[config.mk]
export PLATFORM = sky130hd
export DESIGN_NAME = clk_phase_decoder_4004
export DESIGN_NICKNAME = d
export VERILOG_FILES = /design/src/rtl/clk_phase_decoder_4004.sv
export SDC_FILE = /design/constraint.sdc
export NUM_CORES = 1
export LEC_CHECK = 0
export CORE_UTILIZATION = 61
export CTS_BUF_LIST = sky130_fd_sc_hd__clkbuf_4
export DETAILED_ROUTE_END_ITERATION = 12
export PLACE_DENSITY = 0.86
export SLEW_MARGIN = 20
export SYNTH_ARGS = -nofsm -noshare
export SYNTH_HDL_FRONTEND = slang
export SYNTH_SLANG_ARGS = --single-unit
export TNS_END_PERCENT = 5
[constraint.sdc]
create_clock -name eclk -period 5.9 [get_ports eclk]
set_clock_uncertainty 0.2 [all_clocks]
set_input_delay 1.475 -clock eclk [delete_from_list [all_inputs] [get_ports eclk]]
set_output_delay 1.475 -clock eclk [all_outputs]
set_load 0.1 [all_outputs]
[src/rtl/clk_phase_decoder_4004.sv]
// Receive end of the 4004 two-phase clock: phase strobes, machine-cycle index and lock/health flags.
// Optional CLKDEC_SYNC2_EN adds a 2-flop synchroniser on clk1/clk2/sync for an asynchronous bus.
module clk_phase_decoder_4004 #(
  parameter int QC         = 10,
  parameter int TOL        = 2,
  parameter int LOCK_COUNT = 4,
  parameter int TIMEOUT    = 64
) (
  input  logic       eclk,
  input  logic       ereset_n,
  input  logic       clk1,
  input  logic       clk2,
  input  logic       sync,
  output logic       ph1_stb,
  output logic       ph2_stb,
  output logic       mcyc_stb,
  output logic [2:0] subcycle,
  output logic       sub_valid,
  output logic       locked,
  output logic       err_period,
  output logic       err_sync,
  output logic       err_overlap,
  output logic       err_timeout
);
  localparam int PCW = $clog2(TIMEOUT + 1);
  localparam int MW  = PCW + 1;
  localparam int GW  = $clog2(LOCK_COUNT + 1);
  localparam logic [PCW-1:0] PC_MAX  = PCW'(TIMEOUT);
  localparam logic [PCW-1:0] PC_LAST = PCW'(TIMEOUT - 1);
  localparam logic [MW-1:0]  P_MIN   = MW'(4 * QC - TOL);
  localparam logic [MW-1:0]  P_MAX   = MW'(4 * QC + TOL);
  localparam logic [GW-1:0]  GOOD_LK = GW'(LOCK_COUNT);

  logic c1_in, c2_in, sy_in;

`ifdef CLKDEC_SYNC2_EN
  logic [1:0] c1_meta, c2_meta, sy_meta;

  always_ff @(posedge eclk or negedge ereset_n) begin
    if (!ereset_n) begin
      c1_meta <= '0;
      c2_meta <= '0;
      sy_meta <= '0;
    end else begin
      c1_meta <= {c1_meta[0], clk1};
      c2_meta <= {c2_meta[0], clk2};
      sy_meta <= {sy_meta[0], sync};
    end
  end

  assign c1_in = c1_meta[1];
  assign c2_in = c2_meta[1];
  assign sy_in = sy_meta[1];
`else
  assign c1_in = clk1;
  assign c2_in = clk2;
  assign sy_in = sync;
`endif

  logic           s1, s2, ss, s1_prev, s2_prev;
  logic           rise1, rise2;
  logic [PCW-1:0] pc;
  logic [MW-1:0]  meas;
  logic           armed, in_range, timeout_hit, sync_pend;
  logic [GW-1:0]  good, good_inc;

  assign rise1    = s1 & ~s1_prev;
  assign rise2    = s2 & ~s2_prev;
  assign meas     = {1'b0, pc} + MW'(1);
  assign in_range = (meas >= P_MIN) && (meas <= P_MAX);
  assign good_inc = (good == GOOD_LK) ? good : good + GW'(1);
  // The watchdog only runs once a rise has armed it; a rise on the last count wins.
  assign timeout_hit = armed & ~rise1 & (pc == PC_LAST);

  always_ff @(posedge eclk or negedge ereset_n) begin
    if (!ereset_n) begin
      s1          <= 1'b0;
      s2          <= 1'b0;
      ss          <= 1'b0;
      s1_prev     <= 1'b0;
      s2_prev     <= 1'b0;
      pc          <= '0;
      armed       <= 1'b0;
      good        <= '0;
      sync_pend   <= 1'b0;
      ph1_stb     <= 1'b0;
      ph2_stb     <= 1'b0;
      mcyc_stb    <= 1'b0;
      subcycle    <= 3'd0;
      sub_valid   <= 1'b0;
      locked      <= 1'b0;
      err_period  <= 1'b0;
      err_sync    <= 1'b0;
      err_overlap <= 1'b0;
      err_timeout <= 1'b0;
    end else begin
      s1         <= c1_in;
      s2         <= c2_in;
      ss         <= sy_in;
      s1_prev    <= s1;
      s2_prev    <= s2;
      ph1_stb    <= rise1;
      ph2_stb    <= rise2;
      mcyc_stb   <= 1'b0;
      err_period <= 1'b0;
      err_sync   <= 1'b0;

      if (rise1) begin
        pc    <= '0;
        armed <= 1'b1;
        if (armed) begin
          if (in_range) begin
            good <= good_inc;
            if (good_inc == GOOD_LK) locked <= 1'b1;
          end else begin
            good       <= '0;
            locked     <= 1'b0;
            err_period <= 1'b1;
          end
        end
      end else if (pc != PC_MAX) begin
        pc <= pc + PCW'(1);
      end

      if (timeout_hit) begin
        err_timeout <= 1'b1;
        locked      <= 1'b0;
        good        <= '0;
        armed       <= 1'b0;
        sub_valid   <= 1'b0;
      end

      // Overlap overrides any lock progress made by a coincident rise.
      if (s1 & s2) begin
        err_overlap <= 1'b1;
        locked      <= 1'b0;
        good        <= '0;
      end

      if (rise1) begin
        if (sync_pend) begin
          subcycle  <= 3'd0;
          mcyc_stb  <= 1'b1;
          sub_valid <= 1'b1;
          // Before the first SYNC the index is meaningless, so no misalignment is reported.
          err_sync  <= sub_valid & (subcycle != 3'd7);
        end else begin
          subcycle <= subcycle + 3'd1;
          mcyc_stb <= sub_valid & (subcycle == 3'd7);
        end
        sync_pend <= rise2 & ss;
      end else if (rise2 & ss) begin
        sync_pend <= 1'b1;
      end
    end
  end
endmodule

### Routed metal, one colour a layer, run 1

(6 px per um)
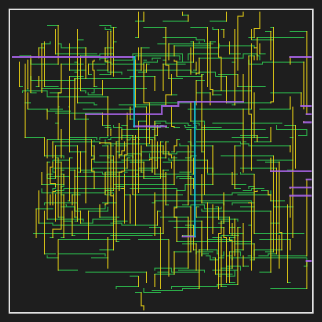
M1 -> green  # wire length 1250 um
M4 -> cyan  # wire length 34.0 um
M3 -> purple  # wire length 77.7 um
M2 -> yellow  # wire length 1220 um
GRT Util Overall: 0.2450
Via Count: 1035
routed wire length per instance: 14.00 um

### Gate-type map, run 1

(6 px per um)
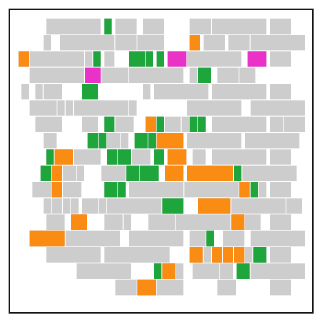
aoi and oai cells -> orange  # cells 21, most used a21oi_1
nand cells -> green  # cells 31, most used nand2_1
non-inverting ao/oa cells -> magenta  # cells 3, most used a22o_1

==> impl_metrics.py, run 1 <==
# Physical implementation metrics
metrics = {
    "status": {
        "status": "finished, final reports clean",
    },
    "drt": {
        "drc": 0,
        "vias_per_cell": 5.625,
        "drt_iter0_markers": 12,
        "routed_wl_um": 2576,
        "postRouteAntennaNets": 0,
        "firstDrtPassIters": 4,
    },
    "clock_tree": {
        "cts_tree": "done",
        "clock_latency_ns": 0.32,
        "cts_root_buf": "clkbuf_4",
        "clockBufferDepth": 2,
    },
    "timing": {
        "finalHoldViolations": 0,
        "post-route-period-util": 0.5993,
        "tightest_slew_ns": 0.9746,
        "maxSlewViolCount": 0,
    },
    "worst_setup_path": {
        "cpPeakStageDelay_ns": 1.15,
        "r2r-start": "pc[0]$_DFFE_PN0P_",
        "cp-startpoint": "sub_valid$_DFF_PN0_",
        "arrival_ns": 1.86,
        "worst-path-stages": 1,
        "regToRegSetupSlack_ns": 3.65,
        "slowest_stage": "clkdlybuf4s50_1",
    },
    "synth": {
        "yosys_cells": 134,
        "ys_sh_mux": 0,
        "ys_chip_area_mm2": 0.001425,
        "synth_top_area_share": 0.5092,
        "synth-edff-count": 0,
        "synth_dominant_cell_count": "dfrtp_1",
        "synth_nets": 146,
        "syn_inst": 134,
        "yosys.area_share.adder": 0.06146,
        "yosys_warnings": 0,
        "synth_area_per_cell_um2": 10.64,
    },
    "cells_and_area": {
        "num-fill-cells": 141,
        "stdcell_count": 184,
        "largest_reg_flops": 7,
        "fin_util": 0.7624,
        "layout-drive-gt1-share": 0.1090,
        "antenna_cells": 0,
    },
    "floorplan": {
        "rows": 17,
        "core_mm2": 0.002212,
    },
    "power": {
        "switchingPower_uw": 216.7,
        "power_frac_clock": 0.269,
        "seq-power_uw": 246,
        "comb-power_uw": 184,
        "leakage_uw": 0.0007840,
        "pwr-share-seq": 0.418,
        "finalPower_uw": 588.2,
    },
    "global_route": {
        "grt_pass1_vias": 1003,
        "grt_max_degree": 30,
        "grt_pass1_wl_um": 4498,
    },
    "min_path": {
        "min_delay_path_depth": 0,
        "holdPathEnd": "s2_prev$_DFF_PN0_",
    },
    "job": {
        "cap_violations": 0,
    },
    "place": {
        "place_ws_ns": 2.715,
    },
}
### Clock nets, run 1

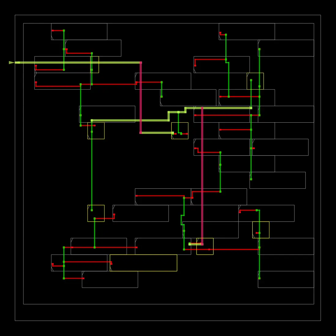
# clk buffers: 6
number of buffers created by CTS: 5
Clk power: 158 uW

[run 1: cell type report]
cell class              instances  area [um^2]  share of cell area
inverters                       9        33.78             0.02003
clock buffers                   6        45.04             0.02671
clock inverters                 2        33.78             0.02003
well taps                      28        35.03             0.02077
flip-flops and latches         29        725.7              0.4303
multi-input cells              93        645.6              0.3828
repair buffers                 17        167.7             0.09941
[run 1: logic make-up after synthesis]
family / count (synthesis)
simple gates: 56
flops: 29
compound gates: 24
buf+inv: 12
fa+ha+maj: 7
xor+xnor: 6
[run 1: metal layers]
metal | track usage | up-vias | part of all wire
li1 | - | 512 | -
met1 | 0.3219 | 505 | 0.48
met2 | 0.3800 | 14 | 0.47
met3 | 0.06364 | 4 | 0.030
met4 | 0.1111 | 0 | 0.013
met5 | 0 | - | 0
### Clock network drawn from the DEF, run 1

(10 px per um)
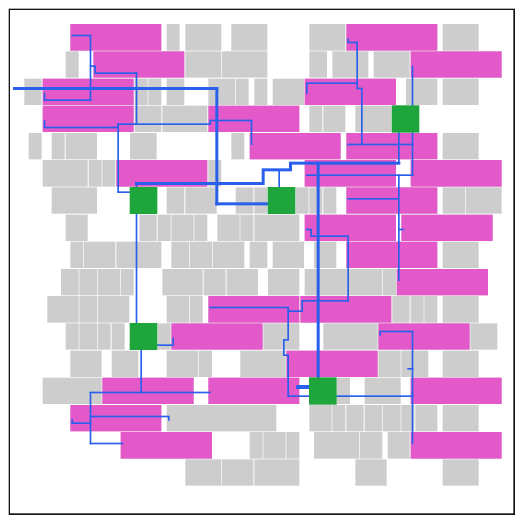

==> run 2: changes to the inputs <==
Settings changed: CORE_UTILIZATION 61 to 51, PLACE_DENSITY 0.86 to 0.77.
Clock period 5.9 ns to 2.9 ns, I/O delays scaled along.
### Clock network drawn from the DEF, run 2

(8 px per um)
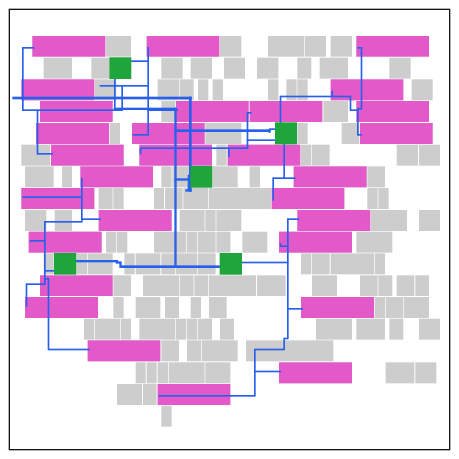
clock-net drivers -> green  # count 5
clock wires -> blue  # length 334 um
flip-flops -> magenta  # count 29
routed clock nets = 6
Clk power: 321 uW
Latency at later pin: 0.32 ns
clock power share: 0.270

==> run 2 against run 1 <==
Hold slack got worse by 0.0068 ns. Global-route usage fell by 5.4 points. Critical path depth up 5. Final cell count increased by 1.1%. Critical endpoint is now good[2]$_DFFE_PN0P_. Critical path type is now register to register. Via count grew 2.6%. Register-to-register slack worse by 3.0 ns. Area after synthesis unchanged. Power is 100% higher.
==> impl_metrics.py, run 2 <==
# Physical implementation metrics
metrics = {
    "synth": {
        "synth_dominant_cell_count": "dfrtp_1",
        "ys_chip_area_mm2": 0.001425,
        "synth_nets": 146,
        "synth-edff-count": 0,
        "yosys_cells": 134,
        "syn_inst": 134,
    },
    "cells_and_area": {
        "seq_share": 0.4374,
        "final_area_mm2": 0.001659,
        "nonClkBufAreaFrac": 0.08296,
        "clk_share": 0.04751,
        "clock_buffers": 6,
        "num-fill-cells": 218,
        "n_all_inverters": 9,
        "top_area_cell_class": "flip-flops and latches",
        "flop_area_um2": 725.7,
        "layout-drive-gt1-share": 0.1859,
        "flops": 29,
        "nNonClkBuffers": 17,
        "logic_gates": 93,
        "comb_share": 0.3891,
        "combGateArea_um2": 645.6,
        "antenna_cells": 0,
        "largest_reg_flops": 7,
        "fin_util": 0.6462,
    },
    "worst_setup_path": {
        "regToRegSetupSlack_ns": 0.66,
        "cpPeakStageDelay_ns": 0.49,
        "worst-path-stages": 6,
        "cp_max_fo": 8,
        "r2r-start": "pc[0]$_DFFE_PN0P_",
        "slowest_stage": "dfrtp_1",
        "cp-startpoint": "pc[0]$_DFFE_PN0P_",
        "arrival_ns": 2.27,
    },
    "drt": {
        "firstDrtPassIters": 4,
        "vias_per_cell": 5.710,
        "drt_iter0_markers": 20,
        "routedLengthMet1_um": 1146,
        "drc": 0,
        "postRouteAntennaNets": 0,
        "wl_per_cell_um": 13.80,
        "route.met3.wl_um": 150,
    },
    "clock_tree": {
        "post-cts-setup-buffers": 0,
        "cts_tree": "done",
        "clockBufferDepth": 2,
        "cts_inserted_buffers": 5,
        "cts_root_buf": "clkbuf_4",
        "ctsResizeCount": 0,
    },
    "timing": {
        "post-route-period-util": 0.7719,
        "maxSlewViolCount": 0,
        "tightest_slew_ns": 0.4335,
    },
    "place": {
        "place_ws_ns": 0.6725,
    },
    "power": {
        "leakage_uw": 0.0008006,
        "seq-power_uw": 502,
        "pwr-share-seq": 0.421,
        "finalPower_uw": 1192,
        "comb-power_uw": 369,
        "switchingPower_uw": 442.3,
    },
    "global_route": {
        "use_met2": 0.2932,
        "grt_pass1_wl_um": 3864,
        "busiest_layer": "met2",
        "grt.total_usage": 0.1905,
        "grt_pass1_vias": 901,
        "grt_max_degree": 30,
        "grtUsageMet1": 0.2350,
    },
    "status": {
        "status": "finished, final reports clean",
    },
    "floorplan": {
        "tapCellCount": 30,
    },
    "min_path": {
        "holdPathEnd": "ph2_stb$_DFF_PN0_",
        "min_delay_path_depth": 1,
    },
    "job": {
        "cap_violations": 0,
    },
}
### Met3 routing, run 2

(8 px per um)
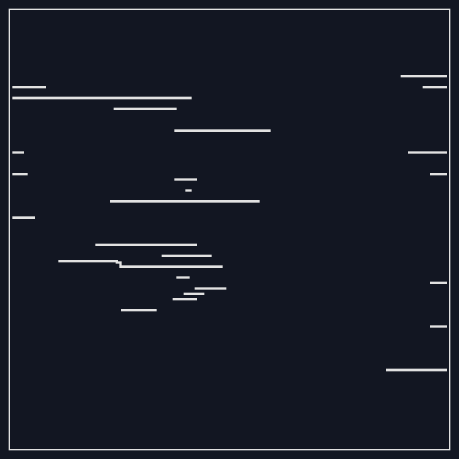
nets with wire on the layer = 21
longest straight run = 22.1 um
final wirelength: 2566 um
Via Count: 1062
met3 Resource Use GR: 0.07778

-- run 2: netlist changes by cell type in the layout (fill, tap and decap cells not counted), sizes merged --
cell | previous run | this run
clkdlybuf4s50 | 16 | 4
buf | 1 | 13
-- run 2: kinds of logic (layout without fill, tap and decap cells) --
logic type | count (synthesis) | after routing | synth area share
AND/OR/NAND/NOR | 56 | 56 | 0.2169
buffers and inverters | 12 | 34 | 0.03774
AND-OR/OR-AND | 24 | 24 | 0.1378
flip-flops | 29 | 29 | 0.5092
adder cells (fa/ha/maj) | 7 | 7 | 0.06145
XOR/XNOR | 6 | 6 | 0.03687
### Clock nets, run 2

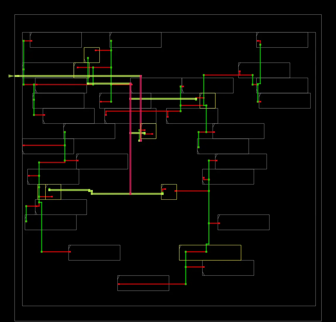

==> run 3: changes to the inputs <==
Settings changed: CORE_UTILIZATION 51 to 57, PLACE_DENSITY 0.77 to 0.81.
Clock period 2.9 ns to 2.25 ns, I/O delays scaled along.
### Clock nets, run 3

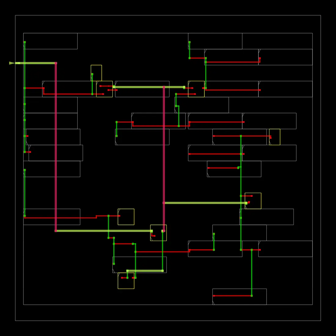
registers: 29
CTS sink count: 29

### Met3 routing, run 3

(10 px per um)
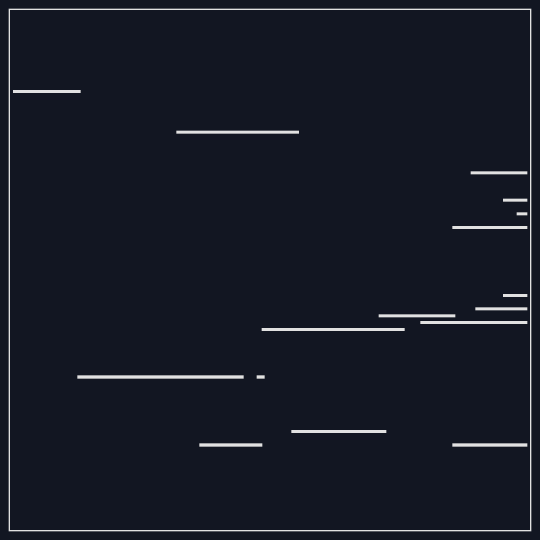
share of all routed wire = 3.9%
wire length on this layer = 112 um
longest straight run = 16.3 um
nets with wire on the layer = 12

==> run 3 against run 2 <==
Power is 26% higher. Largest power group unchanged. Area after synthesis stayed put. Hold slack better by 0.0011 ns. First-iteration DRC count is 55% higher. Fmax is 8.0% higher. Critical path type unchanged. Wire length is 13% higher. Final cell count is 1.1% higher.
==> impl_metrics.py, run 3 <==
# Physical implementation metrics
metrics = {
    "timing": {
        "tightest_slew_ns": 0.3922,
        "post-route-period-util": 0.9209,
    },
    "clock_tree": {
        "ctsResizeCount": 0,
        "clockBufferDepth": 2,
        "clock_latency_ns": 0.32,
        "cts_tree": "done",
        "cts-htree-levels": 2,
        "post-cts-setup-buffers": 0,
        "cts_root_buf": "clkbuf_4",
        "cts_inserted_buffers": 5,
    },
    "synth": {
        "synth_nets": 146,
        "ys_chip_area_mm2": 0.001425,
        "syn_area_mm2": 0.001425,
        "ys_sh_mux": 0,
        "synth-edff-count": 0,
        "aoi_share": 0.1378,
        "simple_gate_area_frac": 0.2169,
        "synthXorXnorAreaFrac": 0.03687,
        "syn_inst": 134,
        "topCombFamilyByArea": "simple AND/OR/NAND/NOR gates",
        "yosys.area_share.adder": 0.06146,
        "top_cells_by_area": "dfrtp_1 51%, ha_1 6.1%, nand2_1 4.0%",
    },
    "cells_and_area": {
        "clock_buffers": 5,
        "logic_gates": 93,
        "clk_share": 0.03114,
        "num-fill-cells": 147,
        "combGateArea_um2": 648.1,
        "layout_top_cell": "dfrtp_1",
        "flop_area_um2": 728.2,
        "n_all_inverters": 9,
        "nonClkBufAreaFrac": 0.1515,
        "comb_share": 0.3666,
        "top_area_cell_class": "flip-flops and latches",
        "largest_reg_flops": 7,
        "nNonClkBuffers": 21,
        "antenna_cells": 0,
        "seq_share": 0.4119,
        "layout-drive-gt1-share": 0.2313,
        "final_area_mm2": 0.001768,
    },
    "floorplan": {
        "die_area_mm2": 0.002704,
        "tapCellCount": 28,
    },
    "power": {
        "comb-power_uw": 546,
        "finalPower_uw": 1508,
        "leakage_uw": 0.0008355,
        "clock_power_uw": 301,
        "pwr-share-seq": 0.438,
        "seq-power_uw": 660,
        "switchingPower_uw": 603.8,
        "power_frac_clock": 0.200,
    },
    "drt": {
        "routed_wl_um": 2892,
        "firstDrtPassIters": 4,
        "postRouteAntennaNets": 0,
        "drt_iter0_markers": 31,
        "drc": 0,
        "dr_total_vias": 1062,
    },
    "status": {
        "status": "finished, final reports clean",
    },
    "global_route": {
        "grt_pass1_vias": 1053,
        "grt_pass1_wl_um": 4885,
        "grt.total_usage": 0.2584,
        "grt_max_degree": 30,
    },
    "worst_setup_path": {
        "cp-startpoint": "pc[1]$_DFFE_PN0P_",
        "r2r-start": "pc[1]$_DFFE_PN0P_",
        "cp_max_fo": 6,
        "regToRegSetupSlack_ns": 0.18,
        "worst-r2r-cell-count": 7,
        "arrival_ns": 2.11,
    },
    "job": {
        "cap_violations": 0,
    },
    "min_path": {
        "holdPathEnd": "ph2_stb$_DFF_PN0_",
        "min_delay_path_depth": 1,
    },
}
==> run 3: metrics by stage <==
stage	utilization	setup WS, ns
floorplan	-	0.2127
CTS	0.7746	0.1000
global placement	0.7504	0.2022
finish	0.7768	0.1780
detailed placement	0.7504	0.1303
global route	0.7768	0.02059
==> run 3: worst max-delay path: stages, from the launching register on <==
cell and delay, ns:
dfrtp_2 0.43, inv_1 0.09, ha_1 0.32, nor2b_1 0.15
o211ai_1 0.16, and3_1 0.23, nand3_2 0.13, a221oi_2 0.29
==> run 3: metal layers <==
layer / track usage / vias up / share of wire
li1: - / 522 / -
met4: 0.1261 / 0 / 0.018
met5: 0 / - / 0
met2: 0.4060 / 19 / 0.49
met1: 0.3206 / 516 / 0.45
met3: 0.07895 / 5 / 0.038
No activity file was given, so power comes from the tool's default toggle rates.
